==> images/util_map.png <==
The die is cut into 8 by 9 equal tiles; white is low, dark blue is high, 0 to 100% covered.
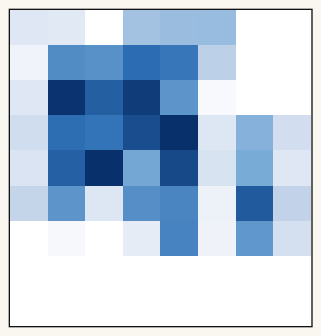
==> images/class_map.png <==
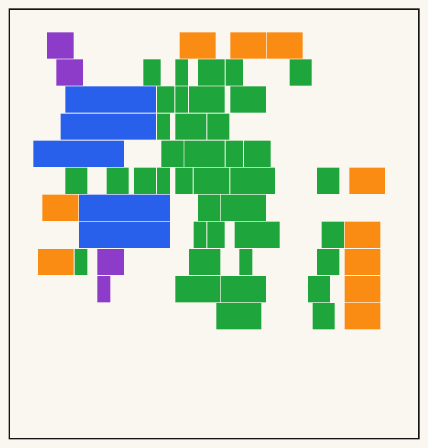
==> images/m3.png <==
Bar = 10 um.
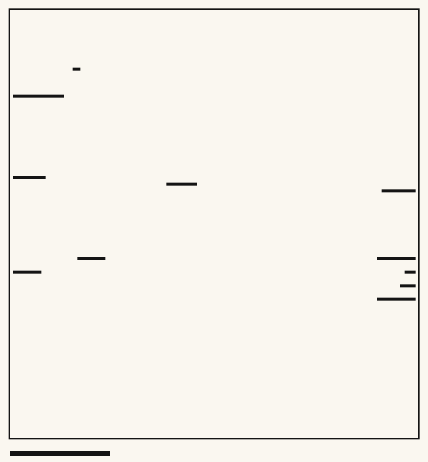
$ cat src/rtl/knightrider_pkg.sv
// Shared constants, types and helpers for the Knight Rider LED scanner.
package knightrider_pkg;

    localparam int KR_WIDTH_DEF    = 8;
    localparam int KR_TICK_DIV_DEF = 1;

    typedef enum logic {
        DIR_DN = 1'b0,
        DIR_UP = 1'b1
    } kr_dir_t;

    function automatic int kr_idx_w(input int width);
        return $clog2(width);
    endfunction

endpackage

$ cat src/rtl/kr_tick_gen.sv
// Prescaler: emits a one-cycle tick on every TICK_DIV-th enabled clock edge.
module kr_tick_gen
    import knightrider_pkg::*;
#(
    parameter int TICK_DIV = KR_TICK_DIV_DEF
) (
    input  logic clk,
    input  logic arst,
    input  logic en,
    output logic tick
);

    // One bit minimum keeps TICK_DIV=1 uniform: the count never leaves zero.
    localparam int CW = (TICK_DIV > 1) ? $clog2(TICK_DIV) : 1;
    localparam logic [CW-1:0] LAST = CW'(TICK_DIV - 1);

    logic [CW-1:0] cnt;

    assign tick = en && (cnt == LAST);

    always_ff @(posedge clk or posedge arst) begin
        if (arst) begin
            cnt <= '0;
        end else if (en) begin
            cnt <= tick ? '0 : cnt + 1'b1;
        end
    end

endmodule

$ cat src/rtl/top_knight_rider.sv
// Knight Rider scanner: single lit LED bouncing between LSB and MSB.
module top_knight_rider
    import knightrider_pkg::*;
#(
    parameter int WIDTH    = KR_WIDTH_DEF,
    parameter int TICK_DIV = KR_TICK_DIV_DEF
) (
    input  logic             clk,
    input  logic             arst,
    input  logic             en,
    output logic [WIDTH-1:0] leds
);

    localparam int IW = kr_idx_w(WIDTH);
    localparam logic [IW-1:0] LAST = IW'(WIDTH - 1);

    logic          tick;
    logic [IW-1:0] pos, pos_nxt;
    kr_dir_t       dir, dir_nxt;

    kr_tick_gen #(.TICK_DIV(TICK_DIV)) u_tick (
        .clk  (clk),
        .arst (arst),
        .en   (en),
        .tick (tick)
    );

    always_ff @(posedge clk or posedge arst) begin
        if (arst) begin
            pos <= '0;
            dir <= DIR_UP;
        end else begin
            pos <= pos_nxt;
            dir <= dir_nxt;
        end
    end

    always_comb begin
        pos_nxt = pos;
        dir_nxt = dir;
        // Out-of-range index recovers unconditionally, even with motion disabled.
        if (pos > LAST) begin
            pos_nxt = '0;
            dir_nxt = DIR_UP;
        end else if (tick) begin
            case (dir)
                DIR_UP: begin
                    if (pos == LAST) begin
                        pos_nxt = LAST - 1'b1;
                        dir_nxt = DIR_DN;
                    end else begin
                        pos_nxt = pos + 1'b1;
                    end
                end
                default: begin
                    if (pos == '0) begin
                        pos_nxt = IW'(1);
                        dir_nxt = DIR_UP;
                    end else begin
                        pos_nxt = pos - 1'b1;
                    end
                end
            endcase
        end
    end

    always_comb begin
        for (int i = 0; i < WIDTH; i++) begin
            leds[i] = (pos == IW'(i));
        end
    end

endmodule

$ cat config.mk
export PLATFORM = sky130hd
export DESIGN_NAME = top_knight_rider
export DESIGN_NICKNAME = d
export VERILOG_FILES = /design/src/rtl/knightrider_pkg.sv /design/src/rtl/kr_tick_gen.sv /design/src/rtl/top_knight_rider.sv
export SDC_FILE = /design/constraint.sdc
export NUM_CORES = 1
export LEC_CHECK = 0
export CAP_MARGIN = 20
export CORE_AREA = 2 2 39 41
export CTS_CLUSTER_SIZE = 14
export DETAILED_ROUTE_END_ITERATION = 16
export DIE_AREA = 0 0 41 43
export PLACE_DENSITY = 0.57
export SLEW_MARGIN = 20
export SYNTH_ARGS = -nofsm -noshare
export SYNTH_HDL_FRONTEND = slang
export SYNTH_SLANG_ARGS = --single-unit
export TNS_END_PERCENT = 30
$ cat constraint.sdc
create_clock -name clk -period 4.2 [get_ports clk]
set_clock_uncertainty 0.1 [all_clocks]
set_input_delay 0.84 -clock clk [delete_from_list [all_inputs] [get_ports clk]]
set_output_delay 0.84 -clock clk [all_outputs]
set_load 0.01 [all_outputs]
==> deck_impl_summary.md <==
Run Summary

Logic synthesis
  • Register share after synthesis: 0.301
  • Yosys warns: 0
  • YS chip area: between 400 and 500 sq um
  • Yosys xor share: 0
  • EDFF count, synth: 0
  • Synth Area in Simple Gates: 0.263
  • Logic family by area: simple AND/OR/NAND/NOR gates
  • Synthesized area per cell: between 9 and 10 sq um
  • Cell Area, Synth: roughly 420 sq um
  • Post-Synthesis Cells: about 46

Clocking
  • CTS Root Cell: clkbuf_4
  • Total CTS buffers: 3
  • Late-Pin Clk Latency: around 0.24 ns
  • Maximum clock insertion buffer count: 2

Final layout
  • Dominant logic cell types in the final layout: clkdlybuf4s50_1, nor2b_1, ha_1, inv_1, dfrtp_1
  • Fin nets: 68
  • Final std cells w/o fill: roughly 74
  • Area delta synth->final: 31.9%

Run status
  • Outcome: complete, no violations

Setup path
  • Crit. End Element: output pin
  • CP startpoint kind: register
  • Max FO, Critical Path: 5
  • Worst reg-to-reg setup slack: around 2.6 ns
  • CP max stage delay: 0.56 ns
  • Setup crit end: leds[0]

Power and ir drop
  • Clk network pwr share: 0.138
  • P_sw: around 150 uW
  • Pwr Total: just under 400 uW
  • Highest-power group: combinational cells
  • PD cells: about 700 nW/um^2

Drt
  • Wire length per cell: just over 9 um
  • Drc violations: 0

Final timing
  • Unrepaired setup endpoints after global routing: false
  • Part of the cycle the worst path needs: 0.649
  • Final Hold Vio Count: 0
  • Final min period: around 2.7 ns

Placement
  • GPL Wtd Cong: between 0.7 and 0.8
  • Port Buffer Count: 10

Worst hold path
  • Hold_sp: u_tick.cnt

GRT
  • Number of global-route vias before repair: 342
  • Gr usage total: 0.105

Flow run
  • Total of max-cap violations: 0
  • Log Warnings: 31
-- util_map.png (at the start) --
The fullest tile reaches 100%. 35% of the tiles are nearly empty. The emptiest ninth of the die: south-west.
core area: 1380 sq um
floorplan utilization: 0.303
fin util: 0.400

-- class_map.png (at the start) --
Key: remaining buffers and delay cells = orange [cells 10]; registers = blue [cells 5]; remaining logic cells = green [cells 39]; clock drivers and dummy loads = purple [cells 4]
row count: 14
sequential share of cell area: 0.229
post-route cell area: 553 sq um

-- m3.png (at the start) --
The wires run mostly horizontal. The layer carries 28.2 um of wire. The layer holds 4.2% of the routed length.
met3 usage: 0.0157
total number of vias: 343
WL final: 679 um

[routing by layer]
| layer | wire, um | share of wire | track usage | vias up |
|---|---|---|---|---|
| met2 | 311 | 0.46 | 0.150 | 12 |
| met4 | 19 | 0.028 | 0.0933 | 0 |
| met5 | 0 | 0 | 0 | - |
| li1 | - | - | - | 178 |
| met1 | 321 | 0.47 | 0.129 | 151 |
| met3 | 28 | 0.041 | 0.0157 | 2 |
[layout make-up]
class,instances,share of cell area
inverters,4,0.0271
flip-flops and latches,5,0.229
well taps,16,0.0362
multi-input cells,35,0.480
repair buffers,10,0.181
clock buffers,4,0.0475
[flip-flops by register name, summed over array words and instances (netlist names)]
name        count
pos             3
dir             1
u_tick.cnt      1
Power is estimated from default activity; no workload was simulated.
